File: config.mk
export PLATFORM = sky130hd
export DESIGN_NAME = data_inf_interconnect_s2m_addr
export DESIGN_NICKNAME = d
export VERILOG_FILES = /design/src/rtl/data_inf_interconnect_s2m_addr.sv
export SDC_FILE = /design/constraint.sdc
export NUM_CORES = 1
export LEC_CHECK = 0
export CORE_ASPECT_RATIO = 2
export CORE_MARGIN = 8
export CORE_UTILIZATION = 52
export CTS_CLUSTER_SIZE = 12
export DETAILED_ROUTE_END_ITERATION = 12
export PLACE_DENSITY_LB_ADDON = 0.1
export SYNTH_ARGS = -nofsm -noshare
export SYNTH_HDL_FRONTEND = slang
export SYNTH_SLANG_ARGS = --single-unit
File: constraint.sdc
create_clock -name clock -period 3.3 [get_ports clock]
set_input_delay 0.66 -clock clock [delete_from_list [all_inputs] [get_ports clock]]
set_output_delay 0.66 -clock clock [all_outputs]
set_load 0.1 [all_outputs]
File: src/rtl/data_inf_interconnect_s2m_addr.sv
// One-to-NUM valid/ready router steered by s_addr; index >= NUM is dropped (optional drop counter: DATA_INF_S2M_ERR_CNT_EN).
// Latency: 1 cycle from accept to m_valid, sustaining 1 word/cycle with output reg + skid reg.
// Backpressure: registered s_ready = !skid_full; a stalled destination blocks all ports (head-of-line).
module data_inf_interconnect_s2m_addr #(
    parameter int NUM   = 8,
    parameter int NSIZE = $clog2(NUM),
    parameter int DSIZE = 32
) (
    input  logic             clock,
    input  logic             rst_n,
    input  logic             s_valid,
    input  logic [DSIZE-1:0] s_data,
    input  logic [NSIZE-1:0] s_addr,
    output logic             s_ready,
    output logic [NUM-1:0]   m_valid,
    output logic [DSIZE-1:0] m_data,
    input  logic [NUM-1:0]   m_ready,
    output logic [NSIZE-1:0] curr_path
`ifdef DATA_INF_S2M_ERR_CNT_EN
    ,
    output logic [15:0]      err_cnt
`endif
);

    logic             r_ovld;
    logic [DSIZE-1:0] r_odata;
    logic [NSIZE-1:0] r_oaddr;
    logic             r_kvld;
    logic [DSIZE-1:0] r_kdata;
    logic [NSIZE-1:0] r_kaddr;
    logic             r_s_ready;

    logic w_sel_rdy;
    logic w_ofree;
    logic w_sfire;
    logic w_route;
    logic w_take;
    logic w_kvld_nxt;

    // Only reachable when NUM is not a power of two; avoids a constant compare otherwise.
    generate
        if (NUM == (1 << NSIZE)) begin : g_pow2
            assign w_route = 1'b1;
        end else begin : g_npow2
            localparam logic [NSIZE:0] LP_NUM = (NSIZE + 1)'(NUM);
            assign w_route = ({1'b0, s_addr} < LP_NUM);
        end
    endgenerate

    assign w_sel_rdy  = m_ready[r_oaddr];
    assign w_ofree    = !r_ovld || w_sel_rdy;
    assign w_sfire    = s_valid && r_s_ready;
    assign w_take     = w_sfire && w_route;
    // Skid can only fill while the output is held; when the output frees, the skid always drains.
    assign w_kvld_nxt = w_ofree ? 1'b0 : (r_kvld || w_take);

    always_ff @(posedge clock or negedge rst_n) begin
        if (!rst_n) begin
            r_ovld    <= 1'b0;
            r_odata   <= '0;
            r_oaddr   <= '0;
            r_kvld    <= 1'b0;
            r_kdata   <= '0;
            r_kaddr   <= '0;
            r_s_ready <= 1'b0;
        end else begin
            r_s_ready <= !w_kvld_nxt;
            r_kvld    <= w_kvld_nxt;
            if (w_ofree) begin
                if (r_kvld) begin
                    r_ovld  <= 1'b1;
                    r_odata <= r_kdata;
                    r_oaddr <= r_kaddr;
                end else if (w_take) begin
                    r_ovld  <= 1'b1;
                    r_odata <= s_data;
                    r_oaddr <= s_addr;
                end else begin
                    r_ovld  <= 1'b0;
                end
            end else if (w_take) begin
                r_kdata <= s_data;
                r_kaddr <= s_addr;
            end
        end
    end

    generate
        for (genvar k = 0; k < NUM; k++) begin : g_mvld
            assign m_valid[k] = r_ovld && (r_oaddr == NSIZE'(k));
        end
    endgenerate

    assign m_data    = r_odata;
    assign curr_path = r_oaddr;
    assign s_ready   = r_s_ready;

`ifdef DATA_INF_S2M_ERR_CNT_EN
    logic [15:0] r_err_cnt;

    always_ff @(posedge clock or negedge rst_n) begin
        if (!rst_n) begin
            r_err_cnt <= '0;
        end else if (w_sfire && !w_route && (r_err_cnt != 16'hFFFF)) begin
            r_err_cnt <= r_err_cnt + 16'd1;
        end
    end

    assign err_cnt = r_err_cnt;
`endif

endmodule

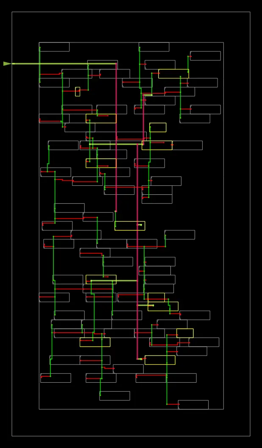
**Above:** run 1 (clock nets).
layout clock buffer count: 13
CTS Sinks: 73
number of sequential cells in the layout: 73

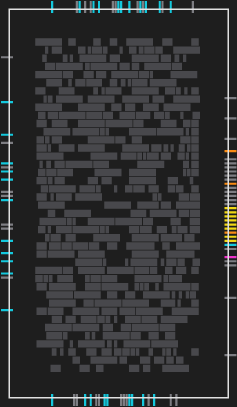
**Above:** run 1 (ports around the boundary).
Drawn at 3 px/µm. Pins as bars across the die edge, other pins in gray.
color	port	pins	direction	edge
magenta	s_valid	1	input	right
yellow	m_ready	8	input	right
orange	s_addr	3	input	right
cyan	s_data	32	input	11 top, 11 left, 9 bottom, 1 right

==> run notes, run 1 <==
Notes from the flow run.

Routing:
- The run puts the total number of vias at 2186.
- The script parses the final routing iteration and logs DRC violations as 0.
- TritonRoute output was used to compute an average wire per cell of 16.2 µm.
- The run puts the first-iteration detailed-routing DRC count at 83.
- The run gives the amount of wire on met3 after detailed routing as 392 µm.
- Once detail routing completed, the nets flagged for antenna violations numbered 0.
- The routed wirelength on the met1 layer is recorded as 2810 µm.
- The run puts the detailed-route wire length at 6990 µm.
- The run gives the average via count per standard cell as 5.08.
- The run gives the number of optimization iterations in the first detailed-route pass as 4.
- Per the detail_route log, the uppermost layer with routed signals is met4.
- The run puts the detailed route wirelength on metal2 at 3660 µm.

Setup path:
- STA classifies the critical path startpoint as an input port.
- The critical path contains buffers and inverters numbering 2 combined.
- The run gives the data required time of the critical path as 3500 ps.
- Among cell families on the critical path, the largest total delay comes from multiplexers.
- The run puts the setup slack on the worst flop-to-flop path at 960 ps.
- The run gives the launching instance or port of the critical path as m_ready[3].
- The run gives the longest individual stage delay on the worst path as 540 ps.
- Along the worst path, the maximum fanout reaches 35.
- The run gives the cell with the biggest individual delay on the critical path as sky130_fd_sc_hd__mux4_2.
- STA lists the startpoint of the worst register-to-register path as curr_path[0]$_DFFE_PN0P_.
- The report lists the cells along the critical path as clkdlybuf4s50_1, mux4_2, o22ai_2, and3_2, buf_12, mux2_2.
- The run puts the cell count along the critical path at 6.
- The data arrival time reported for the critical path is 2660 ps.
- The run gives the endpoint of the worst-slack reg-to-reg timing path as r_kdata[0]$_DFFE_PN0P_.
- By startpoint and endpoint, the worst setup path is classified as in -> reg.

Yosys:
- The run puts the mux cell area share after synthesis at 0.272.
- The run puts the post-synthesis instance total at 257.
- The run puts the area share of fa/ha/maj cells after synthesis at 0.
- The run gives the number of enable-type register cells in the synthesized netlist as 0.
- Sorting the synthesized cells by how often they occur yields sky130_fd_sc_hd__dfrtp_1, sky130_fd_sc_hd__nand2_1, sky130_fd_sc_hd__mux2i_1.
- The run puts the number of different library cells in the post-synthesis netlist at 26.
- For this run the top cell type by instance count after synthesis was sky130_fd_sc_hd__dfrtp_1.
- The run gives the commonest register cell after synthesis as sky130_fd_sc_hd__dfrtp_1.
- Of the total synthesized cell area, the portion taken by AND-OR and OR-AND cells is 0.0683.
- sky130_fd_sc_hd__dfrtp_1 takes more of the synthesized area than any other cell.
- The run puts the number of nets at floorplan at 303.
- Warnings reported by Yosys during synthesis add up to 0.
- The run gives the area of the mapped netlist as 3320 µm².
- The run puts the fraction of the mapped netlist area in simple logic gates at 0.0630.
- The run puts the number of cell instances after yosys synthesis at 257.
- Among the non-sequential cells, multiplexers take the most area.
- The share of synthesized area in the top cell type comes to 0.551.
- The stat command in Yosys gives a chip area of 3320 µm².

Placement:
- The run gives the worst setup timing slack at the placement stage as 512 ps.
- The run puts the routability congestion estimate at 0.793.
- Once detailed placement completed, the half-perimeter wirelength came to 4870 µm.
- The run gives the tally of buffers added on design ports as 89.
- The run gives the number of instances in the placed design as 417.
- The placed instances occupy a cell area of 4130 µm².

Die:
- During I/O placement, the number of pins put on the boundary was 90.
- The run puts the number of tap instances at 86.
- For reference, the placement row count at floorplan is 41.
- The core region is 6260 µm².
- For this configuration, the core starts out at a cell density of 0.530.
- The run puts the die footprint at 9350 µm².
- The run puts the floorplan die width at 72.5 µm.
- The run puts the die extent in y at 129 µm.

Cells and area:
- The layout summary lists the proportion of cells stronger than drive strength 1 as 0.305.
- The largest cell class by area is sequential cells.
- The layout report lists the non-clock buffer share of cell area as 0.188.
- The run gives the number of antenna diodes as 0.
- The run puts the footprint of the flip-flops and latches at 1830 µm².
- In the final layout, the multi-input gates occupy 1370 µm².
- The most common logic cells in the final layout are sky130_fd_sc_hd__dfrtp_1, sky130_fd_sc_hd__buf_4, sky130_fd_sc_hd__clkdlybuf4s50_1, sky130_fd_sc_hd__nand2_1, sky130_fd_sc_hd__mux2i_1.
- The run puts the final standard cell count with taps included and fillers excluded at 430.
- The final design was reported to hold multi-input combinational gates totalling 165.
- The layout report gives the multi-input gate share of total cell area as 0.311.
- The finished layout reports a core utilization of 0.704.
- The run puts the fill cell instance count of the final layout at 511.
- The run puts the number of non-clock inverters at 1.
- At the end of the flow, the number of nets in the layout was 388.
- The run gives the clock distribution area overhead in the final layout as 0.0614.
- The run gives the most common cell after layout, fill and taps aside as sky130_fd_sc_hd__dfrtp_1.
- The run gives the area growth from synthesis to layout as 32.7%.

Clocking:
- The run gives the clock latency of the later-clocked register in the worst-skew pair as 320 ps.
- The run gives the clock tree from TritonCTS as done.
- In this run the clock root is driven by a sky130_fd_sc_hd__clkbuf_16.
- The run gives the count of instances resized after the clock tree is built as 0.
- The run puts the maximum buffer depth of the clock tree at 2.
- The run gives the post-CTS clock slew at the launch and capture registers of the worst setup and hold paths as 50 ps.
- Once the clock tree was built, the setup fixing pass inserted 0 buffers.
- The run puts the number of levels the H-tree was split into at 3.
- The run puts the number of CTS-inserted buffers at 9.
- Hold repair after CTS inserted 0 buffers.

Timing:
- The run gives the slew at the pin closest to its max-slew limit as 906 ps.
- The run puts the worst-case hold slack at 468 ps.
- The run puts the share of the clock period used by the worst path after layout at 0.744.
- The run puts the number of pins with negative max-slew slack in the final report at 0.
- The run gives the setup-violating endpoint count in the final report as 0.
- The run gives the total negative setup slack as 0 ps.
- The run puts the worst slew margin relative to its limit at 0.396.
- Setup repair after global routing left no endpoint under its margin.
- The run puts the maximum clock rate at 407 MHz.

GRT:
- The run gives the met3 track demand over resource as 0.0468.
- The run gives the number of global-route vias before repair as 2389.
- Entering global routing, the biggest net connects 74 pins.
- The run puts the met2 capacity usage during global routing at 0.265.
- The run puts the total congestion overflow at 0.
- The run gives the global-route track usage on met1 as 0.188.
- The first global-routing pass estimated 11800 µm of wire.
- Across every metal layer, demand over resource in global routing totals 0.161.
- Per the GRT log, the top usage layer is met2.
- The run gives the initial antenna violation count as 0.

Run status:
- The run finished with clean final reports.

Worst hold path:
- The run gives the class of the tightest hold or removal check as in -> async.

Flow run:
- The run puts the max-cap check violation count at 0.
- The run puts the number of warnings in the stage logs at 27.
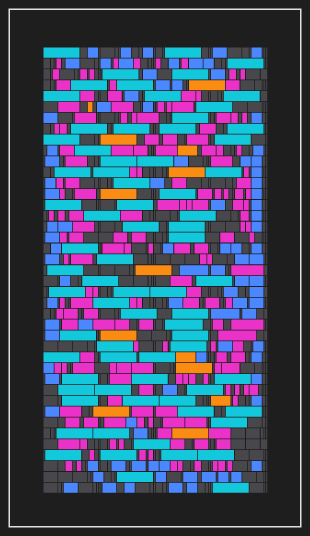
**Above:** run 1 (placement by cell class).
Drawn at 4 px/µm. Fill, decap, tap and diode cells in gray.
color	class	cells	share of their area
orange	clock drivers and dummy loads	13	6.3%
cyan	sequential cells	73	43%
magenta	remaining logic cells	166	32%
blue	remaining buffers and delay cells	92	19%
post-route cell area: 4400 µm²
Seq area share: 0.415

## Run 2: what changed since run 1
--- a/config.mk
+++ b/config.mk
@@ -7,7 +7,7 @@
 export LEC_CHECK = 0
 export CORE_ASPECT_RATIO = 2
 export CORE_MARGIN = 8
-export CORE_UTILIZATION = 52
+export CORE_UTILIZATION = 43
 export CTS_CLUSTER_SIZE = 12
 export DETAILED_ROUTE_END_ITERATION = 12
 export PLACE_DENSITY_LB_ADDON = 0.1
==> constraint.sdc (replaced) <==
create_clock -name clock -period 2.1 [get_ports clock]
set_input_delay 0.42 -clock clock [delete_from_list [all_inputs] [get_ports clock]]
set_output_delay 0.42 -clock clock [all_outputs]
set_load 0.1 [all_outputs]
==> run 2 against run 1 <==
  * Clock skew increased by 5.1 ps
  * Via count increased by 2.4%
  * Synthesized area unchanged
  * Hold slack got worse by 440 ps
  * Synthesized cell count unchanged
  * Cell area increased by 10%
  * First-iteration DRC count decreased by 6.0%
  * Die size increased by 17%
  * Clock-buffer cell count decreased by 3
==> run notes, run 2 <==
Notes from the flow run.

Timing:
- The worst slew margin relative to its limit came to 0.601 (+0.205).
- The run gives the setup-violating endpoint count in the final report as 0 (unchanged).
- The run puts the slew at the pin closest to its max-slew limit at 599 ps (-308 ps).
- The run gives the share of the clock period used by the worst path after layout as 0.979.
- The run gives the worst-case hold slack as 30.9 ps (-437 ps).
- The run puts the total negative setup slack at 0 ps (unchanged).

Yosys:
- The run gives the count of synthesis-stage warnings from yosys as 0 (unchanged).
- The run gives the number of different library cells in the post-synthesis netlist as 26 (unchanged).
- The run puts the fraction of the mapped netlist area in simple logic gates at 0.0630 (unchanged).
- The most frequently used library cell after synthesis is sky130_fd_sc_hd__dfrtp_1.
- The mux cell area share after synthesis came to 0.272 (unchanged).
- The number of cell instances after yosys synthesis came to 257 (unchanged).
- The run gives the number of enable-type register cells in the synthesized netlist as 0 (unchanged).
- The commonest register cell is sky130_fd_sc_hd__dfrtp_1.
- The run puts the area of the synthesized netlist per yosys stat at 3320 µm² (unchanged).
- The post-synthesis instance total is 257 (unchanged).
- In the synthesized netlist, the dominant kind of combinational cell is multiplexers.

GRT:
- The run puts the overall fraction of global-route tracks in use at 0.147 (-0.0142).
- The run gives the initial antenna violation count as 0 (unchanged).
- The run puts the global-route track usage on met1 at 0.166 (-0.0223).
- The run gives the number of global-route vias before repair as 2467 (+3.3%).
- The run puts the met3 track demand over resource at 0.0455 (-0.00125).
- The run puts the total congestion overflow at 0 (unchanged).
- The run puts the met2 capacity usage during global routing at 0.245 (-0.0200).
- The run gives the global-route wire length before repair as 12600 µm (+6.9%).
- The run puts the largest net degree at the start of global routing at 39 (-47%).

Cells and area:
- The run gives the share of the core filled with cells as 0.642 (-0.0614).
- The number of multi-input combinational cells is 165 (unchanged).
- The number of antenna diodes was 0 (unchanged).
- The run gives the total area of multi-input combinational cells as 1440 µm² (+5.4%).
- The run puts the logic gate fraction of the total cell area at 0.298 (-0.0131).
- The count of flip-flops and latches was 73 (unchanged).
- The sequential fraction of total cell area came to 0.380 (-0.0355).
- The run puts the clock distribution area overhead in the final layout at 0.0682 (+0.00680).
- The run puts the footprint of the flip-flops and latches at 1840 µm² (+0.62%).
- The run puts the portion of the layout cell area used by non-clock buffers at 0.230 (+0.0420).
- The run puts the area growth from synthesis to layout at 46.0%.
- The biggest slice of the area belongs to sequential cells.
- Leaving out fill and tap cells, the most frequent cell in the layout is sky130_fd_sc_hd__dfrtp_1.
- The run gives the ratio of cells with drive above 1 in the final layout as 0.367 (+0.0622).
- The run puts the clock buffer count at 10 (-3).

Placement:
- The run puts the instance area after placement at 4460 µm² (+7.8%).
- The run gives the tally of buffers added on design ports as 89 (unchanged).
- The number of instances in the placed design was 438 (+5.0%).
- The run gives the final HPWL from detailed placement as 5740 µm (+18%).
- The run puts the worst setup timing slack at the placement stage at -371 ps (-883 ps).
- The run puts the routability congestion estimate at 0.787 (-0.74%).

Routing:
- The run gives the detailed route wirelength on metal2 as 4130 µm (+13%).
- The detailed-route wire length came to 7770 µm (+11%).
- The run puts the total number of vias at 2239 (+2.4%).
- The run puts the average via count per standard cell at 4.91 (-3.4%).
- The amount of wire on met3 after detailed routing was 396 µm (+1.0%).
- The run gives the antenna violation net count after detailed routing as 0 (unchanged).
- The first-iteration detailed-routing DRC count was 78 (-6.0%).
- The run puts the met1 routed wirelength after detailed routing at 3100 µm (+10%).

Clocking:
- The tree is rooted in a sky130_fd_sc_hd__clkbuf_16.
- The maximum buffer depth of the clock tree was 2 (unchanged).
- The run gives the post-CTS clock slew at the launch and capture registers of the worst setup and hold paths as 60 ps (about the same).
- The run puts the count of instances resized after the clock tree is built at 1 (+1).
- The number of levels the H-tree was split into is 3 (unchanged).

Die:
- The die extent in y came to 140 µm (+8.7%).
- The number of placement rows was 45 (+9.8%).
- The starting density of the core is 0.440 (-0.0904).
- The run gives the core area as 7540 µm² (+21%).
- The run gives the die footprint as 11000 µm² (+17%).

Setup path:
- The run puts the maximum fanout encountered on the critical timing path at 11 (-69%).
- The run gives the launching instance or port of the critical path as m_ready[0].
- The largest individual stage delay along the critical path comes from the cell sky130_fd_sc_hd__mux4_2.
- The arrival time reported for the critical path endpoint is 2260 ps (-400 ps).
- The run puts the cell count along the critical path at 6 (unchanged).
- The critical path goes through clkdlybuf4s50_1, mux4_2, o22ai_2, and3_4, buf_12, mux2_4.
- The worst setup path is launched from an input port.
- The run gives the longest individual stage delay on the worst path as 480 ps (-60 ps).
- In this design, the largest share of critical-path delay is due to multiplexers.
- Looking at the setup timing report, the critical path kind is in -> reg.

Worst hold path:
- STA reports the tightest min-delay check as being of type in -> async.

Run status:
- The run finished with clean final reports.

Flow run:
- The run gives the number of warnings in the stage logs as 27 (unchanged).
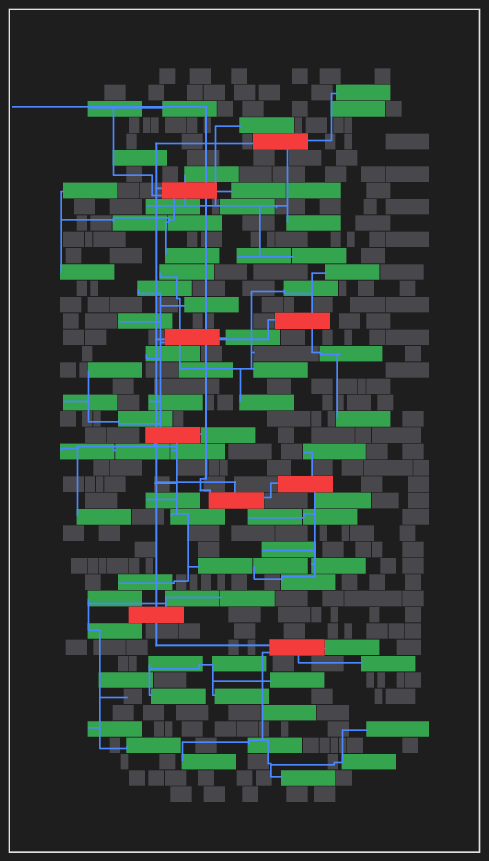
**Above:** run 2 (clock network drawn from the DEF).
Drawn at 6 px/µm.
[green] flip-flops | count: 73
[blue] clock wires | length: 962 µm
[red] clock-net drivers | count: 9
routed clock nets	10
worst-case clock skew: 8.90 ps
clock latency on the worst-skew pair: 330 ps

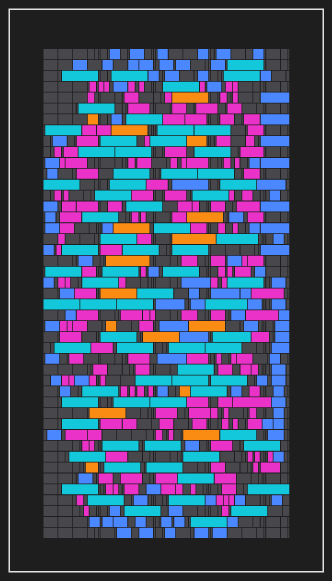
**Above:** run 2 (placement by cell class).
Drawn at 4 px/µm. Fill, decap, tap and diode cells in gray.
color	class	cells	share of their area
blue	remaining buffers and delay cells	107	24%
orange	clock drivers and dummy loads	16	7.0%
magenta	remaining logic cells	166	31%
cyan	sequential cells	73	39%

## Run 3: what changed since run 2
--- a/config.mk
+++ b/config.mk
@@ -10,6 +10,7 @@
 export CORE_UTILIZATION = 43
 export CTS_CLUSTER_SIZE = 12
 export DETAILED_ROUTE_END_ITERATION = 12
+export GPL_TIMING_DRIVEN = 0
 export PLACE_DENSITY_LB_ADDON = 0.1
 export SYNTH_ARGS = -nofsm -noshare
 export SYNTH_HDL_FRONTEND = slang
==> run 3 against run 2 <==
  * Die size unchanged
  * Cell area up 5.3%
  * Core utilization up 3.4 points
  * Critical path depth up 2
  * The flow now finishes with violations (negative setup slack)
  * Sequential share of layout area down 1.9 points
==> run notes, run 3 <==
Notes from the flow run.

Setup path:
- For the worst setup path, the data required time is 2310 ps.
- In this design, the critical path's most frequently occurring cell is sky130_fd_sc_hd__buf_8.
- The kind of cell with the highest combined delay along the critical path is multiplexers.
- The run gives the path type of the worst setup path as reg -> reg.
- For reference, the critical path cell chain is buf_8, mux4_2, o22ai_2, and3_4, buf_8, buf_12, clkbuf_16, mux2_4.
- STA classifies the critical path startpoint as a flip-flop.
- The run gives the setup slack on the worst flop-to-flop path as -150 ps.
- The worst register-to-register path begins at curr_path[0]$_DFFE_PN0P_.
- The run gives the cell with the biggest individual delay on the critical path as sky130_fd_sc_hd__dfrtp_4.
- The run puts the arrival time reported for the critical path endpoint at 2460 ps (+200 ps).
- The run puts the longest individual stage delay on the worst path at 480 ps (about the same).
- The run gives the cell count along the critical path as 8 (+2).
- The worst register-to-register path depth is 8.
- The run puts the maximum fanout encountered on the critical timing path at 6 (-5).
- STA classifies the critical path endpoint as a flip-flop.
- The critical path starts at curr_path[0]$_DFFE_PN0P_.

Yosys:
- The run puts the fraction of the mapped netlist area in simple logic gates at 0.0630 (unchanged).
- Of the combinational cells, the family taking the most area is multiplexers.
- The run gives the area of the mapped netlist as 3320 µm².
- Sorting the synthesized cells by area gives the leading types as sky130_fd_sc_hd__dfrtp_1, sky130_fd_sc_hd__mux2_4, sky130_fd_sc_hd__mux2i_1, sky130_fd_sc_hd__nand2_1, sky130_fd_sc_hd__o21ai_0.
- The run puts the area share of fa/ha/maj cells after synthesis at 0.
- The count of synthesis-stage warnings from yosys came to 0 (unchanged).
- In the synthesized netlist the async set-or-reset flop fraction comes to 1.00.
- The run gives the number of enable-type register cells in the synthesized netlist as 0 (unchanged).
- Of the post-synthesis cell area, the dominant cell type holds 0.551.
- The area of the synthesized netlist per yosys stat was 3320 µm² (unchanged).
- The run puts the mux cell area share after synthesis at 0.272 (unchanged).
- Among all cell types in the netlist, the one instantiated most often is sky130_fd_sc_hd__dfrtp_1.
- The run gives the register bit count reported by yosys as 73.
- The post-synthesis instance total was 257 (unchanged).
- The run puts the number of cell instances after yosys synthesis at 257 (unchanged).
- The run gives the post-synthesis share of cell area spent on and-or and or-and gates as 0.0683.
- The run puts the number of different library cells in the post-synthesis netlist at 26 (unchanged).
- Looking at the cell usage after synthesis, the top flip-flop cell is sky130_fd_sc_hd__dfrtp_1.
- For this run, the register share of the synthesized area comes to 0.551.

Die:
- The run puts the core area at 7540 µm² (unchanged).
- The starting density of the core was 0.440 (unchanged).
- The run puts the number of placement rows at 45 (unchanged).
- The run puts the number of primary I/O pins at 90.
- The run gives the die footprint as 11000 µm² (unchanged).

Cells and area:
- The run puts the area growth from synthesis to layout at 53.8%.
- Ranking logic cells in the layout by count gives the top entries sky130_fd_sc_hd__dfrtp_1, sky130_fd_sc_hd__clkdlybuf4s50_1, sky130_fd_sc_hd__nand2_1, sky130_fd_sc_hd__dlygate4sd2_1, sky130_fd_sc_hd__mux2i_1.
- The run gives the number of multi-input combinational cells as 165 (unchanged).
- The run puts the number of antenna diodes at 0 (unchanged).
- The run gives the sequential fraction of total cell area as 0.360 (-0.0194).
- The run puts the logic gate fraction of the total cell area at 0.285 (-0.0126).
- In the final design, more cell area goes to sequential cells than to any other class.
- The clock buffer count came to 11 (+1).
- The run puts the final standard cell count with taps included and fillers excluded at 476.
- The run puts the fill cell instance count of the final layout at 598.
- The clock distribution area overhead in the final layout is 0.0677 (-0.000500).
- Counting plain and timing-repair buffers in the layout gives 127.
- The run puts the share of the core filled with cells at 0.676 (+0.0342).
- The run puts the footprint of the flip-flops and latches at 1840 µm² (about the same).
- The run puts the ratio of cells with drive above 1 in the final layout at 0.301 (-0.0664).
- The run gives the most common cell after layout, fill and taps aside as sky130_fd_sc_hd__dfrtp_1.
- The run puts the count of flip-flops and latches at 73 (unchanged).
- The run gives the portion of the layout cell area used by non-clock buffers as 0.263 (+0.0338).
- The run puts the total area of multi-input combinational cells at 1460 µm² (+0.87%).

GRT:
- The run gives the total congestion overflow as 0 (unchanged).
- The global-route track usage on met1 is 0.170 (+0.00374).
- The global-route wire length before repair was 13300 µm (+5.2%).
- The overall fraction of global-route tracks in use was 0.153 (+0.00573).
- The run gives the met3 track demand over resource as 0.0449 (-0.000641).
- The run gives the number of global-route vias before repair as 2546 (+3.2%).
- The run puts the initial antenna violation count at 0 (unchanged).
- The run puts the largest net degree at the start of global routing at 72 (+85%).
- The run gives the highest-utilization routing layer at the global route stage as met2.

Routing:
- The run puts the average detailed-routed wire length per instance at 17.4 µm.
- The run gives the amount of wire on met3 after detailed routing as 392 µm (-1.0%).
- The met1 routed wirelength after detailed routing was 3280 µm (+6.0%).
- The run gives the antenna violation net count after detailed routing as 0 (unchanged).
- According to the report, the first pass of detailed routing completed in 4 iterations.
- The run puts the detailed route wirelength on metal2 at 4450 µm (+7.8%).
- The average via count per standard cell is 5.03 (+2.5%).
- The run puts the first-iteration detailed-routing DRC count at 98 (+26%).

Timing:
- The final timing report lists a hold violation count of 0.
- The run puts the maximum clock rate at 445 MHz.
- Max-slew check failures listed in the final report amount to 0.
- The run gives the share of the clock period used by the worst path after layout as 1.07 (+0.0913).
- The run puts the worst slew margin relative to its limit at 0.339 (-0.262).
- The run gives the worst-case hold slack as 426 ps (+395 ps).
- The run gives the setup-violating endpoint count in the final report as 33 (+33).
- The run gives the final setup slack of the worst path as -147 ps.
- The run puts the shortest clock period the worst path allows after layout at 2250 ps.
- The run gives the slew at the pin closest to its max-slew limit as 996 ps (+397 ps).
- The total negative setup slack is -3960 ps (-3960 ps).
- The run gives the worst-case clock skew as 7.71 ps (-1.19 ps).

Placement:
- The number of instances in the placed design came to 441 (+0.68%).
- The routability congestion estimate came to 0.744 (-5.4%).
- The final HPWL from detailed placement is 5630 µm (-1.8%).
- The worst setup timing slack at the placement stage was -573 ps (-202 ps).
- The run gives the instance area after placement as 4440 µm² (-0.48%).

Clocking:
- The run puts the number of CTS-inserted buffers at 9.
- The number of levels the H-tree was split into is 3 (unchanged).
- The clock latency of the later-clocked register in the worst-skew pair was 330 ps (about the same).
- The run gives the post-CTS clock slew at the launch and capture registers of the worst setup and hold paths as 60 ps (about the same).
- The run puts the maximum buffer depth of the clock tree at 2 (unchanged).
- TritonCTS built the clock tree.
- The run puts the buffer count from post-CTS setup fixing at 9.
- Looking at the clock tree report, the root buffer type is sky130_fd_sc_hd__clkbuf_16.
- The count of instances resized after the clock tree is built was 105 (+104).
- The run puts the number of hold buffers added after CTS at 1.

Run status:
- The checks that failed: negative setup slack.
- The flow ran to the end, but the final reports show violations.

Worst hold path:
- The run gives the class of the tightest hold or removal check as in -> async.

Flow run:
- The run gives the number of warnings in the stage logs as 29 (+7.4%).
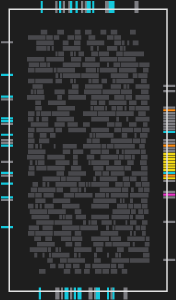
**Above:** run 3 (ports around the boundary).
Drawn at 2 px/µm. Pins as bars across the die edge, other pins in gray.
color	port	pins	direction	edge
cyan	s_data	32	input	10 bottom, 10 left, 10 top, 2 right
magenta	s_valid	1	input	right
yellow	m_ready	8	input	right
orange	s_addr	3	input	right
all pins by edge	33 right, 20 bottom, 19 top, 18 left
Die Y-Extent: 140 µm
total of buffers placed on input and output ports: 89
horizontal die dimension: 78.1 µm

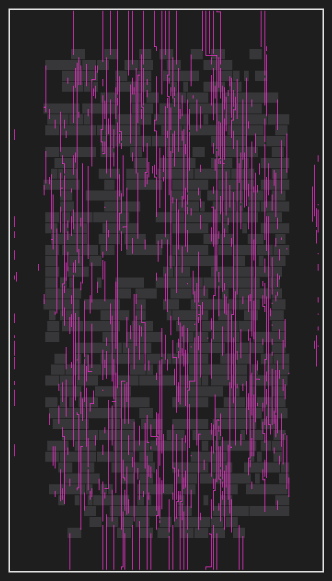
**Above:** run 3 (met2 routing).
Drawn at 4 px/µm.
share of all routed wire	54%
longest straight run	66.3 µm
DRT Wirelength: 8270 µm
total via count after detailed routing: 2396
met2 track demand over resource: 0.263

